Design ahb_master_engine_flat, sky130hd; sources not shown.
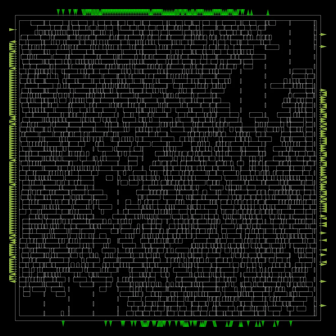
(run_1/placement.png)
share of the final layout cell area in sequential cells: 34.7%
number of fill cells in the layout: 2317
tap cells: 378
Post-Route Utilization: 66.4%
Core Region: 27700 um2

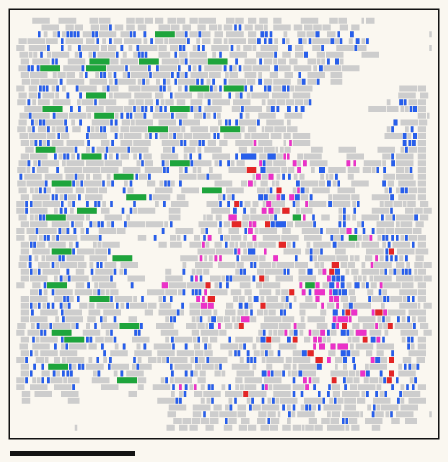
(run_1/logic_types.png)
Scale bar: 50 um.
[blue] NAND gates | cells: 640 | most used: nand2_1 | where: widely spread
[magenta] NOR gates | cells: 91 | most used: nor2_1
[green] multiplexers | cells: 35 | most used: mux4_2
[red] AND and OR gates | cells: 30 | most used: and3_1
share of the final layout cell area in multi-input gates: 37.8%
non-filler cells, final: 2431

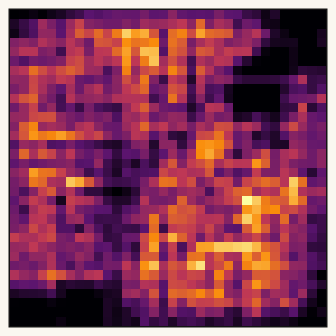
(run_1/metal_density.png)
34 x 34 tiles, from black (low) to pale yellow (high), scaled to the fullest tile. Values are wire area over tile area, all layers added.
nearly empty tiles: 7.8%
mean over tiles: 0.24
emptiest ninth of the die: upper right
fullest tile: 0.69
densest ninth of the die: top center
tiles over half the peak: 23%
global routing usage summed across all routing layers: 27.6%
aggregate routed wire length: 42.5 mm

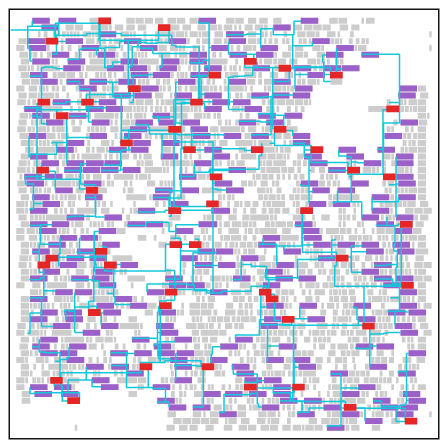
(run_1/clk_routes.png)
[red] clock drivers | count: 51
[purple] flip-flops | count: 319
[cyan] clock wires | length: 4020 um
routed clock nets: 52
flops lie: widely spread
clock network power consumption: 3.29 mW
Clock power frac: 32.9%
final worst clock skew: 0.0432 ns

==> results.rst <==
Flow metrics
------------

.. list-table::
   :header-rows: 1

   * - Metric
     - Value
   * - Predominant post-synthesis flop cell
     - sky130_fd_sc_hd__dfxtp_1
   * - Area fraction in xor and xnor cells
     - 0.312%
   * - Worst slew margin
     - 29.4%
   * - Avg Vias per Cell
     - 5.63
   * - Clock network area share
     - 5.79%
   * - First-pass GRT wire length
     - 65.6 mm
   * - Most heavily used metal layer in global routing
     - met2
   * - Cell kind with the greatest summed area
     - logic gates
   * - Number of vias in the routed layout
     - 13.7k
   * - Required time of the worst setup path
     - 4.00 ns
   * - Type of element launching the critical path
     - register
   * - Power density cells
     - 544 nW/um2
   * - Max-capacitance violation count
     - 0
   * - Arrival time of the worst setup path
     - 3.48 ns
   * - Clock slew at reported path FFs
     - 0.07 ns
   * - Power spent charging and discharging nets
     - 3.29 mW
   * - Uppermost metal layer occupied by signal nets
     - met5
   * - Library cell occupying the most area in the post-synthesis netlist
     - sky130_fd_sc_hd__dfxtp_1
   * - Cell-by-cell listing of the critical path
     - nor3_1 -> ha_1 -> inv_1 -> fa_1 -> nand2b_1 -> a21oi_2 -> o21ai_1 -> nor3_1 -> mux2_2 -> a2111oi_2
   * - Cell count of the worst hold path
     - 2
   * - Final setup fails
     - 0
   * - Inverter tally of the final layout excluding the clock network
     - 23
   * - Final setup TNS
     - 0 ns
   * - Adder and majority cell fraction of the synthesized area
     - 1.39%
   * - Commonest cells after routing, fill and taps aside
     - sky130_fd_sc_hd__nand2_1 (559), sky130_fd_sc_hd__a21oi_1 (322), sky130_fd_sc_hd__dfxtp_1 (317), sky130_fd_sc_hd__clkdlybuf4s50_1 (311), sky130_fd_sc_hd__clkbuf_8 (65)
   * - Starting density of the core
     - 50.7%
   * - Mean instance size in the synthesized netlist
     - 7.97 um2
   * - Chip Width
     - 172 um
   * - Net count of the finished layout
     - 2235
   * - Number of cells in the yosys synthesis report
     - 1762
   * - Weighted congestion reported at the end of routability-driven placement
     - 0.896
   * - Sequential cell area
     - 6390 um2
   * - Layout cells sized above 1
     - 9.02%
   * - Final hold violations
     - 0
   * - Clock root buffer
     - sky130_fd_sc_hd__clkbuf_8
   * - Post-synth EDFFs
     - 0
   * - Total sequential power
     - 4.23 mW
   * - Violation count after the first detailed-route iteration
     - 1065
   * - Fraction of post-synthesis cell area in the top cell type by area
     - 45.5%
   * - Total number of clock tree sinks
     - 319
   * - Yosys simple share
     - 22.9%
   * - Library cells used by synthesis
     - 79
   * - Final critical-path required period
     - 2.98 ns
   * - M1 WL
     - 16.7 mm
   * - Ao+oa area frac
     - 19.1%
   * - Most common cell on crit path
     - sky130_fd_sc_hd__nor3_1
   * - # Post-CTS Setup Buffers
     - 0
   * - Post-route ant nets
     - 0
   * - Total clock buffers created by CTS
     - 51
   * - Dpl hpwl
     - 28.1 mm
   * - Combinational logic power
     - 2.48 mW
   * - Combined buffer and inverter count along the critical path
     - 1
   * - CP delay by family, top
     - AND-OR/OR-AND gates
   * - Cts hold-fix bufs
     - 0
   * - Worst reg2reg setup slack
     - 0.52 ns
   * - Port buffer count
     - 312
   * - Nature of the critical path endpoint
     - register
   * - Length of routed met2 wiring
     - 20.3 mm
   * - Sequential fraction of design power
     - 42.3%
   * - Number of logic gates
     - 1280
   * - Area of the synthesized netlist per yosys stat
     - 14000 um2
   * - Largest net degree at the start of global routing
     - 132
   * - Async SR Flop Fraction
     - 0%
   * - Tool Warnings
     - 32
   * - Netlist area before placement
     - 14000 um2
   * - Part of the cycle the worst path needs
     - 85.3%
   * - Max reg flops
     - 128
   * - Synth-to-Final Area Change
     - 30.9%
   * - Total die area
     - 29400 um2
   * - Met1 Track Usage GR
     - 33.5%
   * - Multiplexer share of the synthesized area
     - 5.35%
   * - Vias in the first global route
     - 13.2k
   * - I/O pin count
     - 319
   * - Layout clock buffer count
     - 80
   * - Share of synthesized area occupied by flip-flops and latches
     - 45.5%
   * - Clock latency on the worst-skew pair
     - 0.60 ns
   * - Number of warning messages in the yosys log
     - 0
   * - Dominant kind of combinational cell
     - simple AND/OR/NAND/NOR gates
   * - Number of gates given a new drive strength after cts
     - 0
   * - Number of cells on the critical path
     - 10
   * - Internal
     - 6.72 mW
   * - Largest cells by area after synthesis
     - sky130_fd_sc_hd__dfxtp_1 (45%), sky130_fd_sc_hd__nand2_1 (15%), sky130_fd_sc_hd__a21oi_1 (11%)
   * - Result of the run
     - completed
   * - Non-clock buffer share
     - 18.6%
   * - RSZ-0062 raised after global routing
     - false
   * - Highest attainable clock frequency
     - 335 MHz
   * - Routed len/inst
     - 17.5 um
   * - Flop and latch count out of synthesis
     - 319
   * - TritonCTS clock tree
     - yes
   * - Leakage component of the power
     - 6.21 nW
   * - Number of ordinary and repair buffers in the finished layout
     - 341
   * - Switching Fraction
     - 32.9%
   * - Post-Route Hold Slack
     - 0.450 ns
   * - Length of the first detailed-routing pass in iterations
     - 5
   * - Leading power group
     - registers
   * - H-tree Lvls
     - 2
   * - Ant. Diodes
     - 2
   * - Highest cell delay on the worst timing path
     - 0.42 ns
   * - Fin. max-slew vios
     - 0
   * - Die boundary height
     - 172 um
   * - Standard cell with the maximum stage delay on the critical path
     - sky130_fd_sc_hd__fa_1
   * - Worst vdd rail ir drop
     - 411 uV
   * - Remaining global-route overflow
     - 0
   * - Slew at the pin closest to its max-slew limit
     - 1.06 ns
   * - Critical path class
     - reg -> reg
-- run 1: through the flow --
step / util, % / std cells / instance area, um2 / setup slack (ns) / total power, mW
floorplan: - / 1766 / 14100 / 0.871 / 5.90
global placement: 62.5 / 2341 / 17300 / 0.290 / 6.67
CTS: 66.4 / 2429 / 18400 / 0.552 / 10.0
detailed placement: 62.5 / 2341 / 17300 / 0.195 / 6.74
global route: 66.4 / 2429 / 18400 / 0.311 / 10.5
finish: 66.4 / 2431 / 18400 / 0.515 / 10.0
-- run 1: synth_stat cells (all sizes together), types with 8 or more instances --
cell and instances:
nor4 10, o21ai 34, o31ai 8, a21oi 324, mux4 32, nand3 57
dfxtp 319, a31oi 8, nand2 560, inv 22, o211ai 9, buf 54
ha 14, clkbuf 90, nand4 11, a211oi 16, and3 14, nor3 26
nor2 47, nand2b 10
No activity file was given, so power comes from the tool's default toggle rates.
